==> run_1/flops_by_reg.png <==
Scale bar: 20 microns. Other sequential cells in the stronger gray, the rest of the logic in the fainter gray.
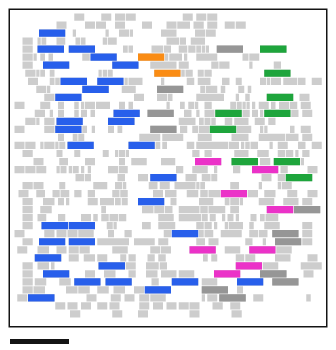
==> run_1/placement_by_type.png <==
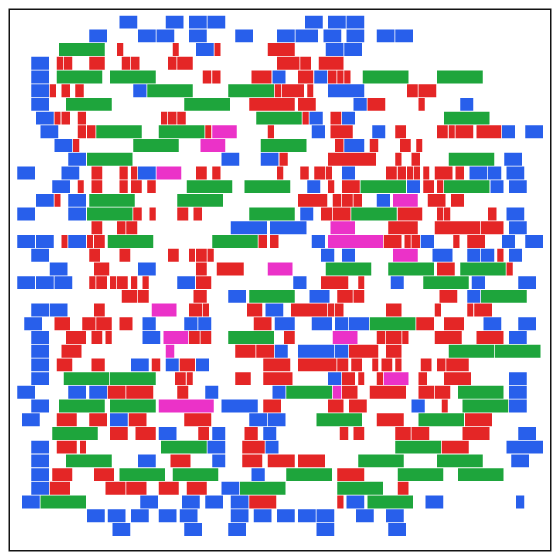
==> run_1/sizes.png <==
Scale bar: 20 microns.
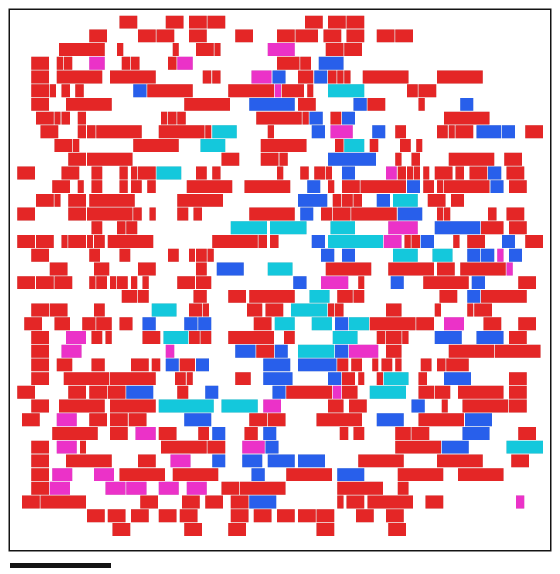
==> run_1/clocks.png <==
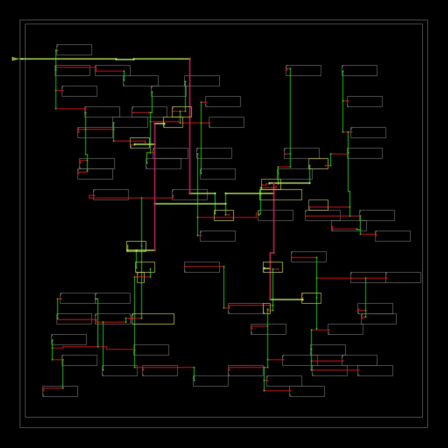
File: config.mk
export PLATFORM = sky130hd
export DESIGN_NAME = instr_encoder_flat
export DESIGN_NICKNAME = d
export VERILOG_FILES = /design/src/rtl/isa_pkg.sv /design/src/rtl/instr_encoder_if.sv /design/src/rtl/instr_pack.sv /design/src/rtl/instr_encoder.sv /design/src/flat_wrapper.sv
export SDC_FILE = /design/constraint.sdc
export NUM_CORES = 1
export LEC_CHECK = 0
export CELL_PAD_IN_SITES_DETAIL_PLACEMENT = 0
export CELL_PAD_IN_SITES_GLOBAL_PLACEMENT = 1
export CORE_UTILIZATION = 31
export DETAILED_ROUTE_END_ITERATION = 12
export PLACE_DENSITY_LB_ADDON = 0.1
export SLEW_MARGIN = 5
export SYNTH_ARGS = -nofsm -noshare
export SYNTH_HDL_FRONTEND = slang
export SYNTH_SLANG_ARGS = --single-unit
File: constraint.sdc
create_clock -name clk -period 2.1 [get_ports clk]
set_input_delay 0.42 -clock clk [delete_from_list [all_inputs] [get_ports clk]]
set_output_delay 0.42 -clock clk [all_outputs]
set_load 0.005 [all_outputs]
File: src/rtl/isa_pkg.sv
// Opcode map, encoded-word field positions and encoder types shared by the
// program-load encoder and the decode stage.
package isa_pkg;

  localparam logic [5:0] OP_LDI  = 6'h00;
  localparam logic [5:0] OP_MOV  = 6'h01;
  localparam logic [5:0] OP_LD   = 6'h02;
  localparam logic [5:0] OP_ST   = 6'h03;
  localparam logic [5:0] OP_ADD  = 6'h04;
  localparam logic [5:0] OP_SUB  = 6'h05;
  localparam logic [5:0] OP_AND  = 6'h06;
  localparam logic [5:0] OP_OR   = 6'h07;
  localparam logic [5:0] OP_XOR  = 6'h08;
  localparam logic [5:0] OP_NOR  = 6'h09;
  localparam logic [5:0] OP_SLT  = 6'h0A;
  localparam logic [5:0] OP_SLTU = 6'h0B;
  localparam logic [5:0] OP_MUL  = 6'h0C;
  localparam logic [5:0] OP_MULH = 6'h0D;
  localparam logic [5:0] OP_SLL  = 6'h0E;
  localparam logic [5:0] OP_SRA  = 6'h0F;
  localparam logic [5:0] OP_SHR  = 6'h10;
  localparam logic [5:0] OP_LAST_LEGAL = OP_SHR;

  // Low bit of each field inside the 32-bit word
  localparam int OP_LSB      = 26;
  localparam int RD2_LSB     = 21;
  localparam int RD1_LSB     = 16;
  localparam int RS2R_LSB    = 5;   // rs2 in R-type
  localparam int RS1_LSB     = 0;
  localparam int RS2_LSB     = 0;   // rs2 in MOV/ST
  localparam int MADDR_LSB   = 0;   // memory address in LD
  localparam int STADDR_LSB  = 18;  // memory address in ST
  localparam int IMM_LSB     = 0;

  typedef enum logic [1:0] {
    ST_IDLE  = 2'd0,
    ST_RUN   = 2'd1,
    ST_DRAIN = 2'd2,
    ST_DONE  = 2'd3
  } enc_state_t;

  typedef struct packed {
    logic [5:0]  opcode;
    logic [4:0]  rd2;
    logic [4:0]  rd1;
    logic [4:0]  rs2;
    logic [4:0]  rs1;
    logic [15:0] imm;
    logic [7:0]  addr;
  } instr_fields_t;

  function automatic logic is_legal(input logic [5:0] op);
    return op <= OP_LAST_LEGAL;
  endfunction

endpackage

File: src/rtl/instr_encoder_if.sv
// Field-bundle input stream plus IMEM write port of the instruction encoder.
// master = loader/IMEM side, slave = encoder.
interface instr_encoder_if #(
  parameter int AW = 8
);
  logic          in_valid;
  logic          in_ready;
  logic          in_last;
  logic [5:0]    in_opcode;
  logic [4:0]    in_rd2;
  logic [4:0]    in_rd1;
  logic [4:0]    in_rs2;
  logic [4:0]    in_rs1;
  logic [15:0]   in_imm;
  logic [7:0]    in_addr;
  logic          imem_valid;
  logic          imem_ready;
  logic [AW-1:0] imem_addr;
  logic [31:0]   imem_wdata;

  modport master (
    output in_valid, in_last, in_opcode, in_rd2, in_rd1, in_rs2, in_rs1,
           in_imm, in_addr, imem_ready,
    input  in_ready, imem_valid, imem_addr, imem_wdata
  );

  modport slave (
    input  in_valid, in_last, in_opcode, in_rd2, in_rd1, in_rs2, in_rs1,
           in_imm, in_addr, imem_ready,
    output in_ready, imem_valid, imem_addr, imem_wdata
  );
endinterface

File: src/rtl/instr_pack.sv
// Combinational field packer: opcode + fields -> 32-bit instruction word.
// Unused bits stay 0; illegal opcodes produce a zero word and the flag.
module instr_pack
  import isa_pkg::*;
(
  input  instr_fields_t f,
  output logic [31:0]   word,
  output logic          illegal
);

  always_comb begin
    word    = '0;
    illegal = 1'b0;
    if (!is_legal(f.opcode)) begin
      illegal = 1'b1;
    end else begin
      word[OP_LSB +: 6] = f.opcode;
      if (f.opcode == OP_LDI) begin
        word[RD2_LSB +: 5] = f.rd2;
        word[IMM_LSB +: 16] = f.imm;
      end else if (f.opcode == OP_MOV) begin
        word[RD2_LSB +: 5] = f.rd2;
        word[RS2_LSB +: 5] = f.rs2;
      end else if (f.opcode == OP_LD) begin
        word[RD2_LSB +: 5]   = f.rd2;
        word[MADDR_LSB +: 8] = f.addr;
      end else if (f.opcode == OP_ST) begin
        word[STADDR_LSB +: 8] = f.addr;
        word[RS2_LSB +: 5]    = f.rs2;
      end else begin
        word[RD2_LSB +: 5]  = f.rd2;
        word[RD1_LSB +: 5]  = f.rd1;
        word[RS2R_LSB +: 5] = f.rs2;
        word[RS1_LSB +: 5]  = f.rs1;
      end
    end
  end

endmodule

File: src/rtl/instr_encoder.sv
// Program-load path: accepts field bundles, packs them and streams the words
// into IMEM through a one-entry output register, with framing and errors.
module instr_encoder
  import isa_pkg::*;
#(
  parameter int AW    = 8,
  parameter int DEPTH = 256
) (
  input  logic            clk,
  input  logic            rst_n,
  input  logic            start,
  input  logic [AW-1:0]   base_addr,
  instr_encoder_if.slave  bus,
  output logic            busy,
  output logic            done,
  output logic [AW:0]     words,
  output logic            err_illegal,
  output logic            err_full
);

  localparam logic [AW:0] DEPTH_W = (AW+1)'(DEPTH);

  enc_state_t    state_reg, state_next;
  logic [AW-1:0] addr_reg, addr_next;
  logic [AW:0]   words_reg, words_next;
  logic          err_illegal_reg, err_illegal_next;
  logic          err_full_reg, err_full_next;
  logic          imem_valid_reg, imem_valid_next;
  logic [AW-1:0] imem_addr_reg, imem_addr_next;
  logic [31:0]   imem_wdata_reg, imem_wdata_next;

  instr_fields_t fields;
  logic [31:0]   packed_word;
  logic          packed_illegal;
  logic          in_ready_int;
  logic          accept;
  logic          full;

  assign fields = '{opcode: bus.in_opcode, rd2: bus.in_rd2, rd1: bus.in_rd1,
                    rs2: bus.in_rs2, rs1: bus.in_rs1, imm: bus.in_imm,
                    addr: bus.in_addr};

  instr_pack u_pack (
    .f       (fields),
    .word    (packed_word),
    .illegal (packed_illegal)
  );

  // A bundle may be taken whenever the output register is free or draining now
  assign in_ready_int = (state_reg == ST_RUN) && (!imem_valid_reg || bus.imem_ready);
  assign accept       = bus.in_valid && in_ready_int;
  assign full         = (words_reg == DEPTH_W);

  always_ff @(posedge clk or negedge rst_n) begin
    if (!rst_n) begin
      state_reg       <= ST_IDLE;
      addr_reg        <= '0;
      words_reg       <= '0;
      err_illegal_reg <= 1'b0;
      err_full_reg    <= 1'b0;
      imem_valid_reg  <= 1'b0;
      imem_addr_reg   <= '0;
      imem_wdata_reg  <= '0;
    end else begin
      state_reg       <= state_next;
      addr_reg        <= addr_next;
      words_reg       <= words_next;
      err_illegal_reg <= err_illegal_next;
      err_full_reg    <= err_full_next;
      imem_valid_reg  <= imem_valid_next;
      imem_addr_reg   <= imem_addr_next;
      imem_wdata_reg  <= imem_wdata_next;
    end
  end

  always_comb begin
    state_next       = state_reg;
    addr_next        = addr_reg;
    words_next       = words_reg;
    err_illegal_next = err_illegal_reg;
    err_full_next    = err_full_reg;
    imem_valid_next  = imem_valid_reg && !bus.imem_ready;
    imem_addr_next   = imem_addr_reg;
    imem_wdata_next  = imem_wdata_reg;

    case (state_reg)
      ST_IDLE: begin
        if (start) begin
          state_next       = ST_RUN;
          addr_next        = base_addr;
          words_next       = '0;
          err_illegal_next = 1'b0;
          err_full_next    = 1'b0;
        end
      end
      ST_RUN: begin
        if (accept) begin
          if (packed_illegal) begin
            err_illegal_next = 1'b1;
          end else if (full) begin
            err_full_next = 1'b1;
          end else begin
            // Reload overrides the drain above, so back-to-back has no bubble
            imem_valid_next = 1'b1;
            imem_addr_next  = addr_reg;
            imem_wdata_next = packed_word;
            addr_next       = addr_reg + AW'(1);
            words_next      = words_reg + (AW+1)'(1);
          end
          if (bus.in_last) begin
            state_next = ST_DRAIN;
          end
        end
      end
      ST_DRAIN: begin
        if (!imem_valid_reg) begin
          state_next = ST_DONE;
        end
      end
      ST_DONE: begin
        state_next = ST_IDLE;
      end
      default: begin
        state_next = ST_IDLE;
      end
    endcase
  end

  assign bus.in_ready   = in_ready_int;
  assign bus.imem_valid = imem_valid_reg;
  assign bus.imem_addr  = imem_addr_reg;
  assign bus.imem_wdata = imem_wdata_reg;
  assign busy           = (state_reg != ST_IDLE);
  assign done           = (state_reg == ST_DONE);
  assign words          = words_reg;
  assign err_illegal    = err_illegal_reg;
  assign err_full       = err_full_reg;

endmodule

File: src/flat_wrapper.sv
// flat-port wrapper written by rule: the top's interface ports become plain ports
module instr_encoder_flat import isa_pkg::*;
#(
  parameter int AW    = 8,
  parameter int DEPTH = 256
)
  (clk, rst_n, start, base_addr, busy, done, words, err_illegal, err_full, bus_in_valid, bus_in_last, bus_in_opcode, bus_in_rd2, bus_in_rd1, bus_in_rs2, bus_in_rs1, bus_in_imm, bus_in_addr, bus_imem_ready, bus_in_ready, bus_imem_valid, bus_imem_addr, bus_imem_wdata);
  instr_encoder_if #(.AW(AW)) bus_i ();
  input  logic clk;
  input  logic rst_n;
  input  logic start;
  input  logic [AW-1:0] base_addr;
  output logic busy;
  output logic done;
  output logic [AW:0] words;
  output logic err_illegal;
  output logic err_full;
  input wire logic [$bits(bus_i.in_valid)-1:0] bus_in_valid;
  input wire logic [$bits(bus_i.in_last)-1:0] bus_in_last;
  input wire logic [$bits(bus_i.in_opcode)-1:0] bus_in_opcode;
  input wire logic [$bits(bus_i.in_rd2)-1:0] bus_in_rd2;
  input wire logic [$bits(bus_i.in_rd1)-1:0] bus_in_rd1;
  input wire logic [$bits(bus_i.in_rs2)-1:0] bus_in_rs2;
  input wire logic [$bits(bus_i.in_rs1)-1:0] bus_in_rs1;
  input wire logic [$bits(bus_i.in_imm)-1:0] bus_in_imm;
  input wire logic [$bits(bus_i.in_addr)-1:0] bus_in_addr;
  input wire logic [$bits(bus_i.imem_ready)-1:0] bus_imem_ready;
  output wire logic [$bits(bus_i.in_ready)-1:0] bus_in_ready;
  output wire logic [$bits(bus_i.imem_valid)-1:0] bus_imem_valid;
  output wire logic [$bits(bus_i.imem_addr)-1:0] bus_imem_addr;
  output wire logic [$bits(bus_i.imem_wdata)-1:0] bus_imem_wdata;
  assign bus_i.in_valid = bus_in_valid;
  assign bus_i.in_last = bus_in_last;
  assign bus_i.in_opcode = bus_in_opcode;
  assign bus_i.in_rd2 = bus_in_rd2;
  assign bus_i.in_rd1 = bus_in_rd1;
  assign bus_i.in_rs2 = bus_in_rs2;
  assign bus_i.in_rs1 = bus_in_rs1;
  assign bus_i.in_imm = bus_in_imm;
  assign bus_i.in_addr = bus_in_addr;
  assign bus_i.imem_ready = bus_imem_ready;
  assign bus_in_ready = bus_i.in_ready;
  assign bus_imem_valid = bus_i.imem_valid;
  assign bus_imem_addr = bus_i.imem_addr;
  assign bus_imem_wdata = bus_i.imem_wdata;
  instr_encoder #(.AW(AW), .DEPTH(DEPTH)) u_core (.clk(clk), .rst_n(rst_n), .start(start), .base_addr(base_addr), .bus(bus_i), .busy(busy), .done(done), .words(words), .err_illegal(err_illegal), .err_full(err_full));
endmodule
==> GITHUB_STEP_SUMMARY, run 1 <==
## Implementation flow summary

| Metric | Value |
|---|---|
| I/O pin count | `119` |
| Top FF cell, synth | `dfrtp_1` |
| H-tree depth | `3` |
| Max incr delay on CP | `0.47 ns` |
| Cell Int Power | `4.17 mW` |
| Wirelength, routed | `10600 microns` |
| Sw Ratio | `31.6%` |
| WL per Instance | `16.5 microns` |
| Crit-path max FO | `10` |
| Register share after synthesis | `45.3%` |
| Fillers | `1017` |
| Setup TNS | `-0.933 ns` |
| RSZ-0062 raised after global routing | `true` |
| CP most frequent cell | `buf_12` |
| Post-synthesis net count | `398` |
| Row count | `38` |
| WHS | `0.0188 ns` |
| Startpoint types | `flop` |
| Chip area | `11500 sq um` |
| Routed Antenna Nets | `0` |
| P_sw | `1.93 mW` |
| Routability cong. | `0.824` |
| Post-synth top area share | `45.3%` |
| DP HPWL | `7670 microns` |
| Routed vias/inst | `5.11` |
| PnR worst setup slack | `-0.0789 ns` |
| Final Hold Violating Endpoints | `0` |
| Tightest Hold Check Type | `input port to async pin` |
| Most frequent cell after synthesis | `dfrtp_1` |
| Top Layout Cells | `clkdlybuf4s50_1, dfrtp_1, buf_4, nand2_1` |
| Post-DP Area | `5090 sq um` |
| VDD IR max | `0.427 mV` |
| Rel. slew slack | `57.3%` |
| Largest net degree at the start of global routing | `43` |
| Post-CTS resize count | `20` |
| Total CTS buffers | `9` |
| Final setup fails | `22` |
| Sequential power share | `32.6%` |
| Critical path class | `flop to flop` |
| Arrival @ worst endpoint | `2.41 ns` |
| Die width | `107 microns` |
| Pre-Place Util | `31.7%` |
| First-pass GRT wire length | `17300 microns` |
| Failing checks | `negative setup slack` |
| Status | `complete, but fails checks` |
| Cells in synth_stat.txt | `327` |
| Max-capacitance violation count | `0` |
About flops_by_reg.png:
color	name in the netlist	flops
green	`u_core.words`	9
orange	`u_core.state_reg`	2
blue	`u_core.bus.imem_wdata`	32
magenta	`u_core.addr_reg`	8
not colored	11
Flop+latch power: 1.99 mW
Seq area share: 27.8%
register area: 1550 sq um
post-layout util: 51.8%

About placement_by_type.png:
color	class	cells	share of their area
blue	remaining buffers and delay cells	176	32%
magenta	clock drivers and dummy loads	15	4.1%
green	sequential cells	62	29%
red	combinational and other logic	247	36%

About sizes.png:
color	size	cells	share
red	_0 and _1 cells	369	74%
blue	_3 and _4 cells	72	14%
cyan	_6 and larger	27	5.4%
magenta	_2 cells	32	6.4%

About clocks.png:
# clk buffers: 11
clk latency late pin: 0.34 ns

==> run 1: layout make-up <==
class | instances | area share, %
clock inverters | 4 | 1.25
multi-input cells | 234 | 33.6
clock buffers | 11 | 2.71
flip-flops and latches | 62 | 27.8
repair buffers | 176 | 30.6
well taps | 140 | 3.13
inverters | 13 | 0.873
==> run 1: power groups by stage <==
stage	Combinational [mW]	Clock, mW	Sequential, mW
floorplan	1.14	0	2.00
global placement	2.59	0	2.01
detailed placement	2.62	0	2.01
CTS	2.82	1.24	2.00
global route	3.15	1.28	2.06
finish	2.91	1.21	1.99
==> run 1: path summary, 6_finish.rpt <==
path                                                       start                                    end  depth (start not counted)
max                                  u_core.words[1]$_DFFE_PN0P_   u_core.bus.imem_wdata[7]$_DFFE_PN0P_                          9
min                                                        rst_n    u_core.bus.imem_addr[6]$_DFFE_PN0P_                          1
max reg2reg                          u_core.words[1]$_DFFE_PN0P_   u_core.bus.imem_wdata[7]$_DFFE_PN0P_                          9
min reg2reg                u_core.bus.imem_wdata[31]$_DFFE_PN0P_  u_core.bus.imem_wdata[31]$_DFFE_PN0P_                          1
max in group asynchronous                                  rst_n  u_core.bus.imem_wdata[16]$_DFFE_PN0P_                          3
min in group clk           u_core.bus.imem_wdata[31]$_DFFE_PN0P_  u_core.bus.imem_wdata[31]$_DFFE_PN0P_                          1
==> run 1: layer usage <==
layer / up-vias / track usage (%) / part of all wire, %
li1: 1560 / - / -
met4: 0 / 6.75 / 2.0
met1: 1588 / 23.6 / 43
met5: - / 0 / 0
met3: 16 / 5.53 / 6.6
met2: 107 / 33.0 / 48
==> run 1: kinds of logic after synthesis <==
logic type | synth area share, %
fa+ha+maj | 2.56
flops | 45.3
mux | 11.6
buf+inv | 4.57
compound gates | 18.8
simple gates | 17.2
--- run 2 (diff from run 1) ---
--- a/config.mk
+++ b/config.mk
@@ -7,6 +7,7 @@
 export LEC_CHECK = 0
 export CELL_PAD_IN_SITES_DETAIL_PLACEMENT = 0
 export CELL_PAD_IN_SITES_GLOBAL_PLACEMENT = 1
+export CORE_MARGIN = 1
 export CORE_UTILIZATION = 31
 export DETAILED_ROUTE_END_ITERATION = 12
 export PLACE_DENSITY_LB_ADDON = 0.1
==> run_2/clocks.png <==
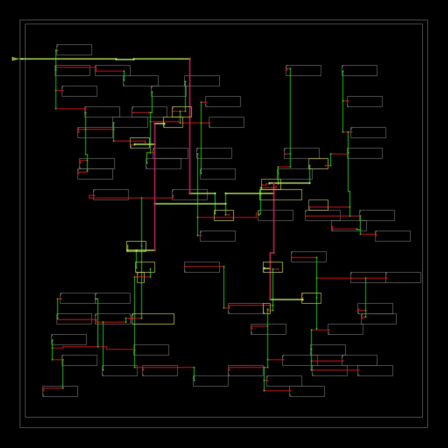
Seq cells: 62
P_clk: 1.21 mW
skew final: 0.00878 ns

==> run_2/placement_by_type.png <==
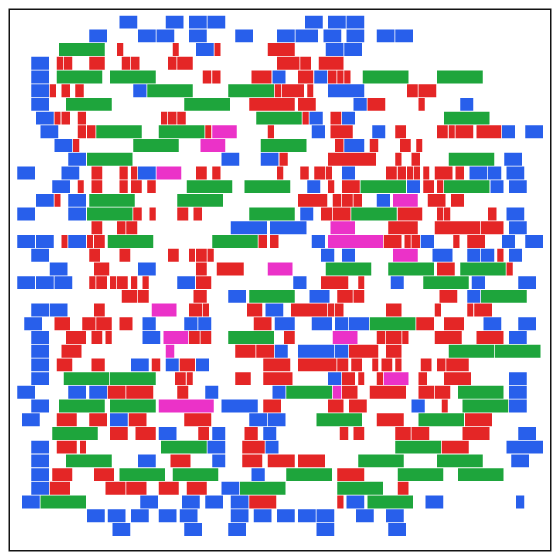
color	class	cells	share of their area
blue	remaining buffers and delay cells	176	32%
magenta	clock drivers and dummy loads	15	4.1%
green	sequential cells	62	29%
red	combinational and other logic	247	36%

==> run 2 against run 1 <==
Against the previous run:
- the run still ends with negative setup slack left
- area after synthesis stayed put
- via count stayed put
- clock skew stayed put
- sequential share of layout area stayed put
- final cell count stayed put
- hold slack stayed put
==> GITHUB_STEP_SUMMARY, run 2 <==
## Implementation flow summary

| Metric | Value |
|---|---|
| Setup TNS | `-0.933 ns` |
| Post-synthesis net count | `398` |
| Chip area | `11500 sq um` |
| Met1 Use GR | `23.6%` |
| Wirelength, routed | `10600 microns` |
| Top FF cell, synth | `dfrtp_1` |
| Met3 GRT Util | `5.53%` |
| Startpoint types | `flop` |
| Final setup fails | `22` |
| Routed vias/inst | `5.11` |
| Routability cong. | `0.824` |
| Crit-path max FO | `10` |
| Routed length on met3 | `697 microns` |
| Met2 WL | `5130 microns` |
| Row count | `38` |
| R2R depth | `9` |
| Fillers | `1017` |
| Post-CTS resize count | `20` |
| Rel. slew slack | `57.3%` |
| Post-DP Area | `5090 sq um` |
| Register share after synthesis | `45.3%` |
| Register area | `1550 sq um` |
| WL per Instance | `16.5 microns` |
| Arrival @ worst endpoint | `2.41 ns` |
| Final Hold Violating Endpoints | `0` |
| CP most frequent cell | `buf_12` |
| Most frequent cell after synthesis | `dfrtp_1` |
| Cells in synth_stat.txt | `327` |
| Total CTS buffers | `9` |
| P_sw | `1.93 mW` |
| Failing checks | `negative setup slack` |
| Post-synth top area share | `45.3%` |
| Status | `complete, but fails checks` |
| Sw Ratio | `31.6%` |
| RR Startpoint | `u_core.words[1]$_DFFE_PN0P_` |
| VDD IR max | `0.427 mV` |
| PnR worst setup slack | `-0.0789 ns` |
| Pre-Place Util | `31.7%` |
| Post-layout util | `51.8%` |
| Max incr delay on CP | `0.47 ns` |
==> run_2/sizes.png <==
Scale bar: 20 microns.
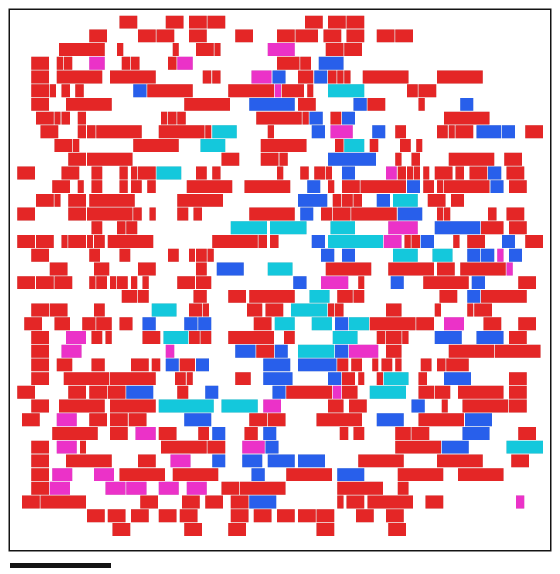
color	size	cells	share
red	_0 and _1 cells	369	74%
magenta	_2 cells	32	6.4%
blue	_3 and _4 cells	72	14%
cyan	_6 and larger	27	5.4%
synthesis-to-layout area growth: 63.1%
post-route design area: 5590 sq um
Signal buffers: 176
PnR worst setup slack: -0.0789 ns

==> run 2: cell type report <==
class	instances	share of cell area, %
inverter	13	0.873
multi-input combinational	234	33.6
clock buffer	11	2.71
clock inverter	4	1.25
timing repair buffer	176	30.6
sequential	62	27.8
tap	140	3.13
==> run 2: worst max path at each step <==
stage,startpoint,to,slack [ns],cells past startpoint
after detailed placement,bus_in_opcode[2],u_core.words[4]$_DFFE_PN0P_,-0.42,5
after CTS,u_core.words[1]$_DFFE_PN0P_,u_core.bus.imem_wdata[7]$_DFFE_PN0P_,-0.08,9
final,u_core.words[1]$_DFFE_PN0P_,u_core.bus.imem_wdata[7]$_DFFE_PN0P_,-0.08,9
after floorplan,u_core.words[0]$_DFFE_PN0P_,u_core.addr_reg[1]$_DFFE_PN0P_,-0.02,6
after global placement,bus_in_opcode[2],u_core.words[4]$_DFFE_PN0P_,-0.39,5
after global routing,u_core.words[1]$_DFFE_PN0P_,u_core.bus.imem_wdata[7]$_DFFE_PN0P_,-0.13,9
==> run 2: worst reg2reg max path, stage by stage, from the launching register on <==
cell	delay [ns]
dfrtp_1	0.39
inv_2	0.08
ha_4	0.12
or4b_4	0.47
buf_6	0.14
o2111ai_4	0.21
buf_12	0.17
nor2_4	0.05
buf_12	0.14
mux2_4	0.29
==> run 2: logic make-up after synthesis <==
family	synth area share (%)
AND-OR/OR-AND	18.8
adder cells (fa/ha/maj)	2.56
buffers and inverters	4.57
flip-flops	45.3
multiplexers	11.6
AND/OR/NAND/NOR	17.2
==> run 2: stage by stage <==
| stage | hold WS (ns) | setup WS (ns) |
|---|---|---|
| floorplan | 0.124 | -0.0209 |
| global placement | 0.393 | -0.392 |
| detailed placement | 0.394 | -0.424 |
| CTS | 0.0255 | -0.0837 |
| global route | 0.0511 | -0.132 |
| finish | 0.0188 | -0.0789 |
No activity file was given, so power comes from the tool's default toggle rates.
